**Run 1: met1 routing**

Drawn at 1.5 px/µm.
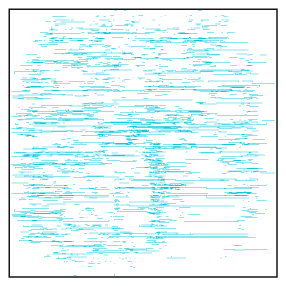
**Run 1: congestion heat map**

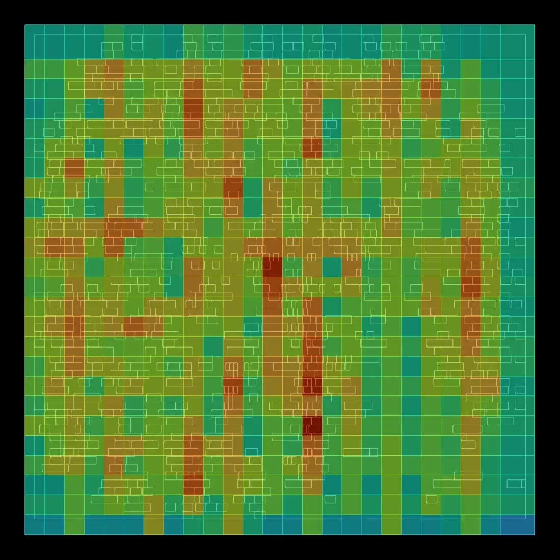
**Run 1: zoomed window**

Window x 121 to 146, y 121 to 146 µm. Cells in gray, sequential cells in the stronger gray; small squares are vias.
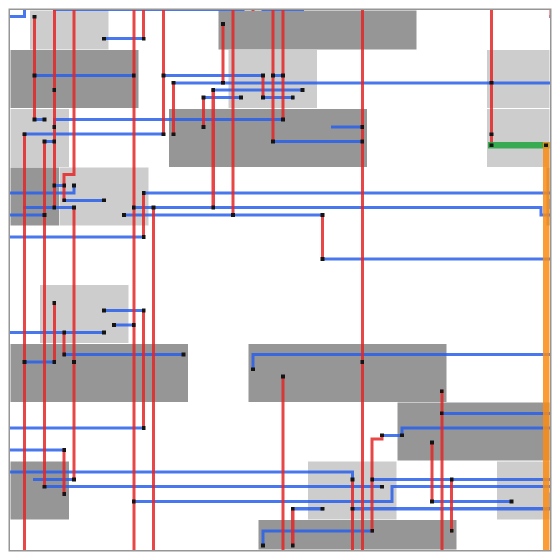
**Run 1: logic cells by family**

Drawn at 1.5 px/µm.
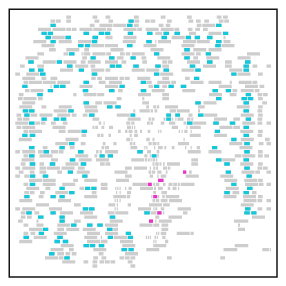
--- config.mk ---
export PLATFORM = sky130hd
export DESIGN_NAME = pca9635_target
export DESIGN_NICKNAME = d
export VERILOG_FILES = /design/src/rtl/pca9635_pkg.sv /design/src/rtl/i2c_bus_monitor.sv /design/src/rtl/pca9635_target.sv
export SDC_FILE = /design/constraint.sdc
export NUM_CORES = 1
export LEC_CHECK = 0
export CAP_MARGIN = 40
export CELL_PAD_IN_SITES_DETAIL_PLACEMENT = 0
export CELL_PAD_IN_SITES_GLOBAL_PLACEMENT = 1
export CORE_MARGIN = 3
export CORE_UTILIZATION = 28
export CTS_BUF_LIST = sky130_fd_sc_hd__clkbuf_8
export DETAILED_ROUTE_END_ITERATION = 12
export PLACE_DENSITY_LB_ADDON = 0.1
export SYNTH_ARGS = -nofsm -noshare
export SYNTH_HDL_FRONTEND = slang
export SYNTH_SLANG_ARGS = --single-unit
--- constraint.sdc ---
create_clock -name clk -period 4.5 [get_ports clk]
set_input_delay 0.9 -clock clk [delete_from_list [all_inputs] [get_ports clk]]
set_output_delay 0.9 -clock clk [all_outputs]
set_load 0.005 [all_outputs]
--- src/rtl/pca9635_pkg.sv ---
// Shared definitions for the PCA9635 register-file target: register map,
// reset values, protocol FSM states and the pointer advance helper.
package pca9635_pkg;

  localparam logic [4:0] REG_MODE1      = 5'h00;
  localparam logic [4:0] REG_MODE2      = 5'h01;
  localparam logic [4:0] REG_PWM0       = 5'h02;
  localparam logic [4:0] REG_GRPPWM     = 5'h12;
  localparam logic [4:0] REG_GRPFREQ    = 5'h13;
  localparam logic [4:0] REG_LEDOUT0    = 5'h14;
  localparam logic [4:0] REG_SUBADR1    = 5'h18;
  localparam logic [4:0] REG_ALLCALLADR = 5'h1B;

  localparam int         NUM_REGS_DEF  = int'(REG_ALLCALLADR) + 1;
  localparam logic [7:0] MODE1_RST_DEF = 8'h11;
  localparam logic [7:0] MODE2_RST     = 8'h05;

  typedef enum logic [3:0] {
    ST_IDLE,
    ST_ADDR,
    ST_ADDR_ACK,
    ST_CTRL,
    ST_CTRL_ACK,
    ST_WDATA,
    ST_WDATA_ACK,
    ST_RDATA,
    ST_RDATA_MACK
  } state_e;

  function automatic logic [7:0] reg_rst(input int idx, input logic [7:0] mode1_rst);
    if (idx == int'(REG_MODE1)) return mode1_rst;
    if (idx == int'(REG_MODE2)) return MODE2_RST;
    return 8'h00;
  endfunction

  // Pointer wraps at the register count; values past it only wrap via the 5-bit field.
  function automatic logic [4:0] ptr_next(input logic [4:0] ptr, input int num_regs);
    logic [4:0] inc;
    inc = ptr + 5'd1;
    return (int'(inc) == num_regs) ? 5'd0 : inc;
  endfunction

endpackage

--- src/rtl/i2c_bus_monitor.sv ---
// Synchronises raw SCL/SDA and decodes SCL edges plus START/STOP conditions.
// Event pulses trail the pads by two clk cycles; observation only, no backpressure.
module i2c_bus_monitor (
  input  logic clk,
  input  logic rst,
  input  logic scl_i,
  input  logic sda_i,
  output logic sda_s,
  output logic scl_rise,
  output logic scl_fall,
  output logic start,
  output logic stop
);

  // [0],[1] form the synchroniser, [2] is the history stage.
  logic [2:0] scl_q, scl_d;
  logic [2:0] sda_q, sda_d;

  always_comb begin
    scl_d = {scl_q[1:0], scl_i};
    sda_d = {sda_q[1:0], sda_i};
  end

  always_ff @(posedge clk or negedge rst) begin
    if (!rst) begin
      scl_q <= 3'b111;
      sda_q <= 3'b111;
    end else begin
      scl_q <= scl_d;
      sda_q <= sda_d;
    end
  end

  assign sda_s    = sda_q[1];
  assign scl_rise = scl_q[1] & ~scl_q[2];
  assign scl_fall = ~scl_q[1] & scl_q[2];
  assign start    = scl_q[1] & scl_q[2] & ~sda_q[1] & sda_q[2];
  assign stop     = scl_q[1] & scl_q[2] & sda_q[1] & ~sda_q[2];

endmodule

--- src/rtl/pca9635_target.sv ---
// I2C target emulating the PCA9635 register file; wr_stb fires one clk after the 8th data bit.
// Never stretches SCL. Define PCA9635_TARGET_READ_EN to add the register read path.
module pca9635_target
  import pca9635_pkg::*;
#(
  parameter logic [6:0] ADDR      = 7'h5B,
  parameter int         NUM_REGS  = NUM_REGS_DEF,
  parameter logic [7:0] MODE1_RST = MODE1_RST_DEF
) (
  input  logic         clk,
  input  logic         rst,
  input  logic         scl_i,
  input  logic         sda_i,
  output logic         scl_oe,
  output logic         sda_oe,
  output logic [127:0] led_pwm,
  output logic [31:0]  led_out,
  output logic         wr_stb,
  output logic [4:0]   wr_addr,
  output logic [7:0]   wr_data,
  output logic         busy
);

  logic sda_s, scl_rise, scl_fall, start, stop;

  i2c_bus_monitor u_mon (
    .clk      (clk),
    .rst      (rst),
    .scl_i    (scl_i),
    .sda_i    (sda_i),
    .sda_s    (sda_s),
    .scl_rise (scl_rise),
    .scl_fall (scl_fall),
    .start    (start),
    .stop     (stop)
  );

  state_e                    state_q, state_d;
  logic [3:0]                bit_cnt_q, bit_cnt_d;
  logic [6:0]                shreg_q, shreg_d;
  logic                      sda_oe_q, sda_oe_d;
  logic                      busy_q, busy_d;
  logic [4:0]                ptr_q, ptr_d;
  logic                      autoinc_q, autoinc_d;
  logic [NUM_REGS-1:0][7:0]  regs_q, regs_d;
  logic                      wr_stb_q, wr_stb_d;
  logic [4:0]                wr_addr_q, wr_addr_d;
  logic [7:0]                wr_data_q, wr_data_d;
  logic [7:0]                byte_in;
  logic                      addr_ok;
`ifdef PCA9635_TARGET_READ_EN
  logic                      rw_q, rw_d;
  logic                      mack_q, mack_d;
  logic [7:0]                rd_q, rd_d;
  logic [4:0]                ptr_adv;
  logic [7:0]                rd_cur, rd_nxt;
`endif

  always_comb begin
    state_d   = state_q;
    bit_cnt_d = bit_cnt_q;
    shreg_d   = shreg_q;
    sda_oe_d  = sda_oe_q;
    busy_d    = busy_q;
    ptr_d     = ptr_q;
    autoinc_d = autoinc_q;
    regs_d    = regs_q;
    wr_stb_d  = 1'b0;
    wr_addr_d = wr_addr_q;
    wr_data_d = wr_data_q;
    byte_in   = {shreg_q, sda_s};
`ifdef PCA9635_TARGET_READ_EN
    rw_d    = rw_q;
    mack_d  = mack_q;
    rd_d    = rd_q;
    ptr_adv = autoinc_q ? ptr_next(ptr_q, NUM_REGS) : ptr_q;
    rd_cur  = (int'(ptr_q) < NUM_REGS) ? regs_q[ptr_q] : 8'hFF;
    rd_nxt  = (int'(ptr_adv) < NUM_REGS) ? regs_q[ptr_adv] : 8'hFF;
    addr_ok = (byte_in[7:1] == ADDR);
`else
    addr_ok = (byte_in[7:1] == ADDR) && !byte_in[0];
`endif

    if (stop) begin
      state_d  = ST_IDLE;
      sda_oe_d = 1'b0;
      busy_d   = 1'b0;
    end else if (start) begin
      state_d   = ST_ADDR;
      bit_cnt_d = 4'd0;
      sda_oe_d  = 1'b0;
    end else begin
      case (state_q)
        ST_ADDR, ST_CTRL, ST_WDATA: begin
          if (scl_rise && bit_cnt_q != 4'd8) begin
            shreg_d   = byte_in[6:0];
            bit_cnt_d = bit_cnt_q + 4'd1;
            if (bit_cnt_q == 4'd7) begin
              if (state_q == ST_ADDR) begin
                if (!addr_ok) state_d = ST_IDLE;
`ifdef PCA9635_TARGET_READ_EN
                rw_d = byte_in[0];
`endif
              end else if (state_q == ST_CTRL) begin
                ptr_d     = byte_in[4:0];
                autoinc_d = byte_in[7];
              end else begin
                if (int'(ptr_q) < NUM_REGS) begin
                  regs_d[ptr_q] = byte_in;
                  wr_stb_d      = 1'b1;
                  wr_addr_d     = ptr_q;
                  wr_data_d     = byte_in;
                end
                if (autoinc_q) ptr_d = ptr_next(ptr_q, NUM_REGS);
              end
            end
          end else if (scl_fall && bit_cnt_q == 4'd8) begin
            sda_oe_d = 1'b1;
            if (state_q == ST_ADDR) busy_d = 1'b1;
            state_d = (state_q == ST_ADDR) ? ST_ADDR_ACK :
                      (state_q == ST_CTRL) ? ST_CTRL_ACK : ST_WDATA_ACK;
          end
        end
        ST_ADDR_ACK, ST_CTRL_ACK, ST_WDATA_ACK: begin
          if (scl_fall) begin
            sda_oe_d  = 1'b0;
            bit_cnt_d = 4'd0;
            state_d   = (state_q == ST_ADDR_ACK) ? ST_CTRL : ST_WDATA;
`ifdef PCA9635_TARGET_READ_EN
            if (state_q == ST_ADDR_ACK && rw_q) begin
              state_d  = ST_RDATA;
              rd_d     = rd_cur;
              sda_oe_d = ~rd_cur[7];
            end
`endif
          end
        end
`ifdef PCA9635_TARGET_READ_EN
        // rd_q[7] always holds the bit currently on the bus.
        ST_RDATA: begin
          if (scl_rise && bit_cnt_q != 4'd8) begin
            bit_cnt_d = bit_cnt_q + 4'd1;
          end else if (scl_fall) begin
            if (bit_cnt_q == 4'd8) begin
              sda_oe_d = 1'b0;
              state_d  = ST_RDATA_MACK;
            end else begin
              rd_d     = {rd_q[6:0], 1'b0};
              sda_oe_d = ~rd_q[6];
            end
          end
        end
        ST_RDATA_MACK: begin
          if (scl_rise) begin
            mack_d = ~sda_s;
          end else if (scl_fall) begin
            if (mack_q) begin
              ptr_d     = ptr_adv;
              rd_d      = rd_nxt;
              sda_oe_d  = ~rd_nxt[7];
              bit_cnt_d = 4'd0;
              state_d   = ST_RDATA;
            end else begin
              state_d = ST_IDLE;
            end
          end
        end
`endif
        default: ;
      endcase
    end
  end

  always_ff @(posedge clk or negedge rst) begin
    if (!rst) begin
      state_q   <= ST_IDLE;
      bit_cnt_q <= 4'd0;
      shreg_q   <= 7'd0;
      sda_oe_q  <= 1'b0;
      busy_q    <= 1'b0;
      ptr_q     <= 5'd0;
      autoinc_q <= 1'b0;
      for (int i = 0; i < NUM_REGS; i++) regs_q[i] <= reg_rst(i, MODE1_RST);
      wr_stb_q  <= 1'b0;
      wr_addr_q <= 5'd0;
      wr_data_q <= 8'd0;
`ifdef PCA9635_TARGET_READ_EN
      rw_q      <= 1'b0;
      mack_q    <= 1'b0;
      rd_q      <= 8'd0;
`endif
    end else begin
      state_q   <= state_d;
      bit_cnt_q <= bit_cnt_d;
      shreg_q   <= shreg_d;
      sda_oe_q  <= sda_oe_d;
      busy_q    <= busy_d;
      ptr_q     <= ptr_d;
      autoinc_q <= autoinc_d;
      regs_q    <= regs_d;
      wr_stb_q  <= wr_stb_d;
      wr_addr_q <= wr_addr_d;
      wr_data_q <= wr_data_d;
`ifdef PCA9635_TARGET_READ_EN
      rw_q      <= rw_d;
      mack_q    <= mack_d;
      rd_q      <= rd_d;
`endif
    end
  end

  assign scl_oe  = 1'b0;
  assign sda_oe  = sda_oe_q;
  assign busy    = busy_q;
  assign wr_stb  = wr_stb_q;
  assign wr_addr = wr_addr_q;
  assign wr_data = wr_data_q;
  assign led_pwm = regs_q[REG_GRPPWM - 5'd1 : REG_PWM0];
  assign led_out = regs_q[REG_SUBADR1 - 5'd1 : REG_LEDOUT0];

endmodule
==> out/results.txt, run 1 <==
status: complete, no violations
Num CTS Buffers: 39
Initial DRT Pass Iterations: 4
yosys warns: 0
final instance area: 11300 µm²
post-route setup slack: 1.75 ns
Routability Congestion: 0.761
worst slew margin relative to its limit: 43.1%
antenna-violating nets left: 0
Hold Crit Class: in -> async
Reg2Reg Setup Slack: 1.75 ns
met2 usage: 24.4%
setup_tns: 0 ns
CTS tree: yes
Commonest cells post-synth: 196 x dfrtp_1, 174 x mux2_2, 31 x nand2_1, 27 x clkbuf_1, 15 x nand4_1
yosys stat cell total: 573
H-tree depth: 2
number of core rows: 62
cell area after synthesis: 8230 µm²
EDFF count, synth: 0
final worst path period share: 61.2%
ant diodes: 0
number of global-route vias before repair: 5935
setup bufs post-CTS: 0
Synthesized Nets: 583
vias per inst: 4.61
share of post-route cells with drive strength above 1: 32.6%
maximum VDD drop: 0.192 mV
Root Driver: clkbuf_8
cts repair resizes: 0
die x size: 177 µm
Placed Cells incl. Taps: 1116
Layout Nets: 783
initial antenna violation count: 0
# IOs: 181
clk buf depth: 3
YS chip area: 8230 µm²
crit start category: flip-flop
Multiplexer share: 24.7%
critical path required time: 4.90 ns
Tmin final: 2.75 ns
r2r endpoint: led_pwm[66]$_DFFE_PN0P_
-- 'met1 routing' (at the start) --
The longest straight run is 69.9 µm. The layer holds 43% of the routed length. The wires run mostly horizontal. 687 nets have wire on it.
GR Util met1: 19.9%
Total Routed Length: 24.1 mm

-- 'congestion heat map' (at the start) --
Tot GR Track Use: 15.3%
gr busiest metal: met2
Finished Core Util: 39.3%

-- 'zoomed window' (at the start) --
Key: M4 = orange; M2 = red; M1 = blue; M3 = green
Sequential cells in the window: 7. Most frequent: dfrtp_1 (7), mux2_2 (6), clkbuf_8 (2). 16 logic cells have their middle in the window. Netlist names of flops here include led_out (5).

-- 'logic cells by family' (at the start) --
Key: non-inverting ao/oa cells = magenta [cells 6]; mux cells = cyan [cells 181, where widely spread]
multi-input combinational area share: 26.5%
most instantiated logic cell after routing: dfrtp_1
non-filler instance count after layout: 1184

run 1: state kept, by name, summed over array words and instances (netlist names):
register     flops
wr_stb           1
state_q          3
u_mon.sda_q      3
autoinc_q        1
wr_data          8
led_out         32
ptr_q            5
busy             1
bit_cnt_q        4
shreg_q          7
led_pwm        128
u_mon.scl_q      3
wr_addr          5
sda_oe           1
run 1: final cells by class:
| cell class | instances | area (µm²) |
|---|---|---|
| Inverter | 10 | 37.5 |
| Timing Repair Buffer | 191 | 1940 |
| Multi-Input combinational cell | 329 | 3000 |
| Fill cell | 2761 | 17500 |
| Clock buffer | 55 | 757 |
| Clock inverter | 13 | 65.1 |
| Sequential cell | 202 | 5060 |
| Tap cell | 384 | 480 |
run 1: power by group:
| group | total, mW | switching (mW) | internal (mW) | leakage (nW) |
|---|---|---|---|---|
| sequential | 1.94 | 0.0689 | 1.87 | 2.79 |
| combinational | 0.549 | 0.413 | 0.136 | 2.08 |
| clock | 1.87 | 0.785 | 1.08 | 0.455 |
| total | 4.36 | 1.27 | 3.09 | 5.33 |
run 1: worst max-delay path, delay by kind of cell (launching register included):
kind,cells,cell delay [ns]
fa+ha+maj,1,0.23
mux,1,0.41
flops,1,0.39
simple gates,3,1.60
run 1: placed cells by master, fill, tap and decap left out, drive strengths merged, types with 3 or more instances in the layout:
master         instances
a21oi                  7
and3                   3
and3b                  3
buf                   12
clkbuf                56
clkdlybuf4s50        178
clkinv                 7
dfrtp                196
dfstp                  6
ha                     6
inv                   16
mux2                 176
mux2i                  5
nand2                 31
nand3                  8
nand3b                 5
nand4                 15
nand4b                 4
nor2                   9
nor2b                 10
nor3                   3
nor4                   4
o21ai                  3
**Run 1: sequential cells grouped by signal name**

Drawn at 3 px/µm.
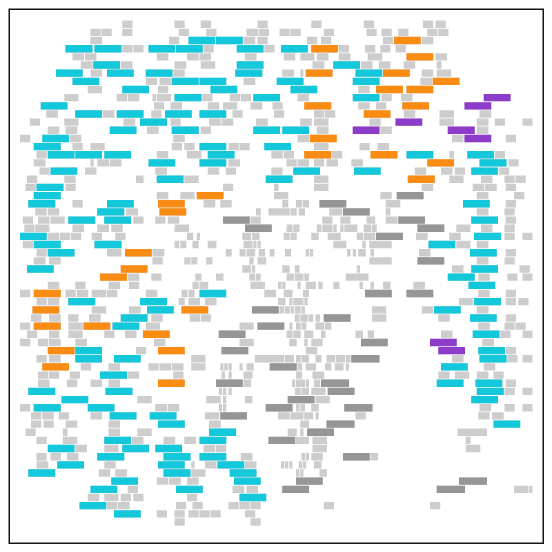

==> run 1 -> run 2 <==
==> constraint.sdc (replaced) <==
create_clock -name clk -period 2.65 [get_ports clk]
set_input_delay 0.53 -clock clk [delete_from_list [all_inputs] [get_ports clk]]
set_output_delay 0.53 -clock clk [all_outputs]
set_load 0.005 [all_outputs]
**Run 2: sequential cells grouped by signal name**

Drawn at 3 px/µm.
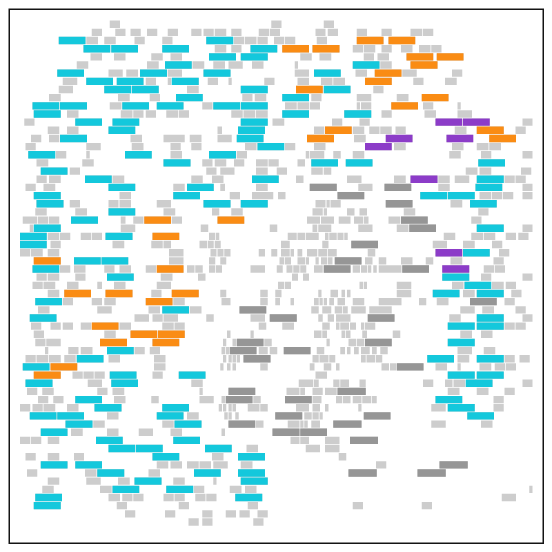
Key: led_out = orange [sequential cells 32]; wr_data = purple [sequential cells 8, where top right]; led_pwm = cyan [sequential cells 128, where widely spread]
Another 34 sequential cells are not colored.
Finished Core Util: 39.6%
sequential power: 3.26 mW
fraction of area in registers: 44.3%
register area: 5060 µm²

==> run 2 against run 1 <==
  * Die size unchanged
  * Final area increased by 0.75%
  * Synthesized cell count unchanged
  * Highest routed layer unchanged
  * Critical path depth increased by 1
  * Clock skew increased by 0.0038 ns
  * Sequential power increased by 68%
  * Global-route usage increased by 0.10 points
  * First-iteration DRC count decreased by 49%
  * Via count increased by 1.8%
==> out/results.txt, run 2 <==
status: complete, no violations
Layout Nets: 810
Reg2Reg Setup Slack: 0.26 ns
Synthesized Nets: 583
final worst path period share: 90.2%
Total Routed Length: 24.4 mm
EDFF count, synth: 0
clk buf depth: 3
Reg power frac: 46.0%
yosys stat cell total: 573
YS chip area: 8230 µm²
Multiplexer share: 24.7%
CP delay by family, top: simple AND/OR/NAND/NOR gates
# IOs: 181
Power Combinational: 0.985 mW
initial antenna violation count: 0
Int Pwr: 4.99 mW
clock group share of total power: 40.2%
Main power group: registers
antenna-violating nets left: 0
non-filler instance count after layout: 1209
crit start category: flip-flop
number of core rows: 62
maximum VDD drop: 0.410 mV
worst slew margin relative to its limit: 54.2%
gr busiest metal: met2
Tmin final: 2.39 ns
Clock Power: 2.85 mW
vias per inst: 4.60
share of post-route cells with drive strength above 1: 33.8%
Initial DRT Pass Iterations: 4
r2r endpoint: led_pwm[69]$_DFFE_PN0P_
Routability Congestion: 0.754
setup_tns: 0 ns
yosys warns: 0
number of global-route vias before repair: 5923
switching power: 2.11 mW
ant diodes: 0
Sw Share: 29.7%
logic gate share of total power: 13.9%
Buf/Inv on CP: 1
met2 usage: 25.4%
Num CTS Buffers: 38
Root Driver: clkbuf_8
Commonest cells post-synth: 196 x dfrtp_1, 174 x mux2_2, 31 x nand2_1, 27 x clkbuf_1, 15 x nand4_1
**Run 2: congestion heat map**

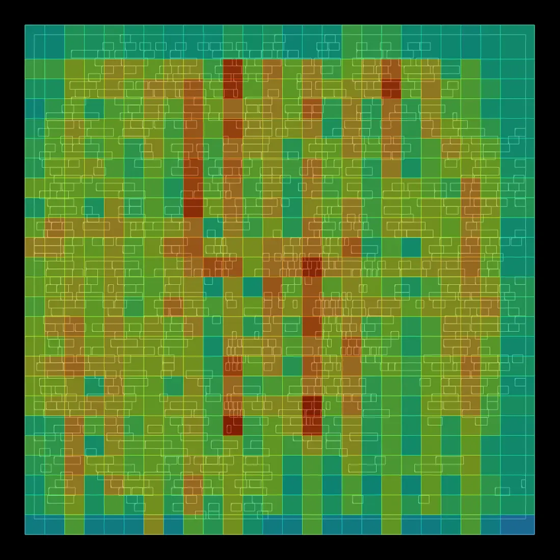
Tot GR Track Use: 15.4%
GR Util met1: 19.4%

run 2: cell count changes in the layout (fill, tap and decap cells not counted), sizes merged:
cell / delta
clkbuf: -9
clkinv: -3
buf: +28
inv: +8
clkinvlp: +1
run 2: logic make-up after synthesis:
logic type | after synthesis
AOI/OAI and AO/OA | 33
xor gates and xnor gates | 2
adders and majority gates | 6
buffers and inverters | 42
DFF | 202
muxes | 181
other | 1
and+or+nand+nor | 106
run 2: layout make-up:
| cell class | instances | area, µm² | share of cell area (%) |
|---|---|---|---|
| Clock buffer | 46 | 633 | 5.54 |
| Multi-Input combinational cell | 329 | 3010 | 26.3 |
| Inverter | 10 | 37.5 | 0.328 |
| Tap cell | 384 | 480 | 4.20 |
| Timing Repair Buffer | 219 | 2120 | 18.6 |
| Clock inverter | 19 | 87.6 | 0.766 |
| Sequential cell | 202 | 5060 | 44.3 |
run 2: stage by stage:
step | cell area [µm²] | hold slack, ns
2_1_floorplan | 8230 | 0.234
3_3_place_gp | 10700 | 0.350
3_5_place_dp | 10700 | 0.347
4_1_cts | 11400 | 0.0651
5_1_grt | 11400 | 0.100
6_report | 11400 | 0.0626
run 2: worst register-to-register path, delay by kind of cell, from the launching register on:
kind          cells  cell delay, ns
fa+ha+maj         1            0.22
buf+inv           1            0.21
flops             1            0.39
mux               1            0.35
simple gates      3            1.09
run 2: worst max path at each step:
| stage | end | cells after the start |
|---|---|---|
| 2_1_floorplan | wr_addr[0]$_DFFE_PN0P_ | 7 |
| 3_3_place_gp | led_pwm[70]$_DFFE_PN0P_ | 6 |
| 3_5_place_dp | led_pwm[52]$_DFFE_PN0P_ | 6 |
| 4_1_cts | led_pwm[69]$_DFFE_PN0P_ | 6 |
| 5_1_grt | led_pwm[69]$_DFFE_PN0P_ | 6 |
| 6_report | led_pwm[69]$_DFFE_PN0P_ | 6 |
**Run 2: zoomed window**

Window x 121 to 146, y 121 to 146 µm. Cells in gray, sequential cells in the stronger gray; small squares are vias.
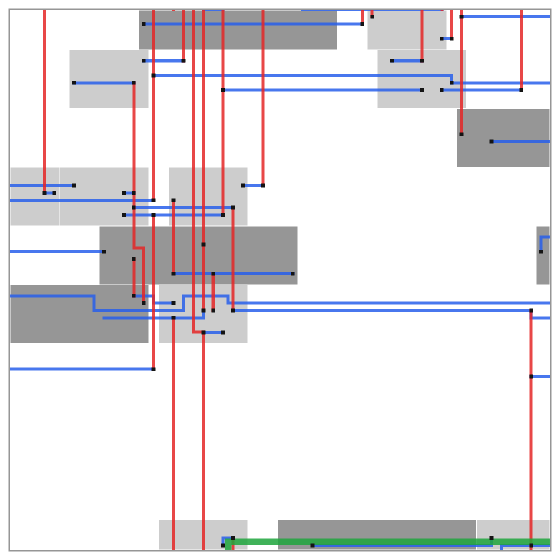

==> run 2 -> run 3 <==
--- a/config.mk
+++ b/config.mk
@@ -9,7 +9,7 @@
 export CELL_PAD_IN_SITES_DETAIL_PLACEMENT = 0
 export CELL_PAD_IN_SITES_GLOBAL_PLACEMENT = 1
 export CORE_MARGIN = 3
-export CORE_UTILIZATION = 28
+export CORE_UTILIZATION = 43
 export CTS_BUF_LIST = sky130_fd_sc_hd__clkbuf_8
 export DETAILED_ROUTE_END_ITERATION = 12
 export PLACE_DENSITY_LB_ADDON = 0.1
**Run 3: zoomed window**

Window x 96 to 121, y 96 to 121 µm. Cells in gray, sequential cells in the stronger gray; small squares are vias.
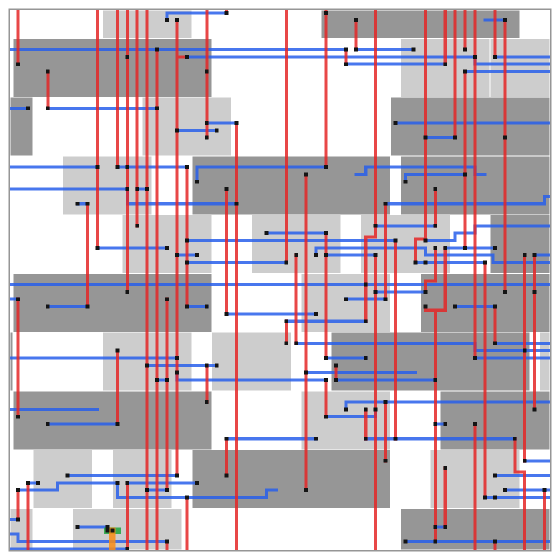
Key: M3 = green; M1 = blue; M2 = red; M4 = orange
Netlist names of flops here include wr_data (5), led_out (4), led_pwm (2). Most frequent: dfrtp_1 (11), mux2_2 (10). 26 logic cells have their middle in the window. Sequential cells in the window: 11.

==> run 3 against run 2 <==
  * The run now ends with negative hold slack left
  * First-iteration DRC count increased by 34%
  * Worst setup slack got worse by 0.091 ns
  * Highest routed layer unchanged
  * Largest cell class unchanged
  * Combinational power fell by 4.2%
  * Maximum frequency fell by 3.7%
  * Power decreased by 1.5%
==> out/results.txt, run 3 <==
fraction of area in registers: 45.4%
ant diodes: 0
Largest cell class: registers
status: finished with violations
Final Hold Fails: 4
crit start category: flip-flop
cell area after synthesis: 8230 µm²
initial antenna violation count: 0
Initial DRT Pass Iterations: 4
inverters: 10
Signal buffers: 211
setup bufs post-CTS: 0
Placed Area: 10400 µm²
most frequent cells in the layout: 196 x dfrtp_1, 178 x clkdlybuf4s50_1, 174 x mux2_2
Comb area: 3010 µm²
Synthesized Nets: 583
Commonest cells post-synth: 196 x dfrtp_1, 174 x mux2_2, 31 x nand2_1, 27 x clkbuf_1, 15 x nand4_1
maximum VDD drop: 0.389 mV
number of core rows: 49
clk buf depth: 3
multi-input combinational area share: 27.0%
Num CTS Buffers: 35
Hold Crit Class: in -> async
fillers: 1443
max FFs per register: 128
cts repair resizes: 0
vias per inst: 5.35
yosys warns: 0
Root Driver: clkbuf_8
CTS tree: yes
Finished Core Util: 60.7%
signal buffers share of area: 18.5%
violated checks: negative hold slack
Placed Cells incl. Taps: 980
YS chip area: 8230 µm²
antenna-violating nets left: 0
register area: 5060 µm²
worst slew margin relative to its limit: 46.5%
Fin Hold WS: -0.0172 ns
**Run 3: met1 routing**

Drawn at 2 px/µm.
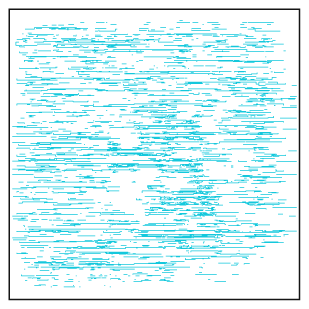
The layer carries 8980 µm of wire. The layer holds 42% of the routed length.
Total Routed Length: 21.2 mm
GR Util met1: 26.6%
Via Count: 5569

run 3: cell counts after synthesis:
Identical to the previous run, type by type.
run 3: kinds of logic (layout without fill, tap and decap cells):
logic type	after synthesis	count (layout)	synth area share, %
multiplexers	181	181	24.7
AND-OR/OR-AND	33	33	2.86
AND/OR/NAND/NOR	106	106	7.78
adder cells (fa/ha/maj)	6	6	0.912
buffers and inverters	42	281	2.01
flip-flops	202	202	61.5
XOR/XNOR	2	2	0.213
other	1	1	0.0456
run 3: path summary, 6_finish.rpt:
| kind | from | slack (ns) | depth (start not counted) | endpoint |
|---|---|---|---|---|
| max reg2reg | bit_cnt_q[0]$_DFFE_PN0P_ | 0.17 | 5 | led_pwm[122]$_DFFE_PN0P_ |
| min in group clk | u_mon.sda_q[0]$_DFF_PN1_ | 0.36 | 0 | u_mon.sda_q[1]$_DFF_PN1_ |
| max in group asynchronous | rst | 1.87 | 2 | led_out[14]$_DFFE_PN0P_ |
| max | bit_cnt_q[0]$_DFFE_PN0P_ | 0.17 | 5 | led_pwm[122]$_DFFE_PN0P_ |
| min reg2reg | u_mon.sda_q[0]$_DFF_PN1_ | 0.36 | 0 | u_mon.sda_q[1]$_DFF_PN1_ |
| min | rst | -0.02 | 1 | led_pwm[65]$_DFFE_PN0P_ |
run 3: metal layers:
layer | vias to the layer above | routed length [µm] | part of all wire [%] | track usage, %
met5 | - | 0 | 0 | 0
met4 | 0 | 361 | 1.7 | 5.84
met2 | 161 | 10200 | 48 | 33.7
met1 | 2887 | 8980 | 42 | 26.6
li1 | 2489 | - | - | -
met3 | 32 | 1630 | 7.7 | 7.34
run 3: where the power goes:
group / switching [mW] / internal, mW
registers: 0.0886 / 3.17
clock network: 1.21 / 1.57
logic: 0.701 / 0.243
Power and IR drop assume default switching activity.
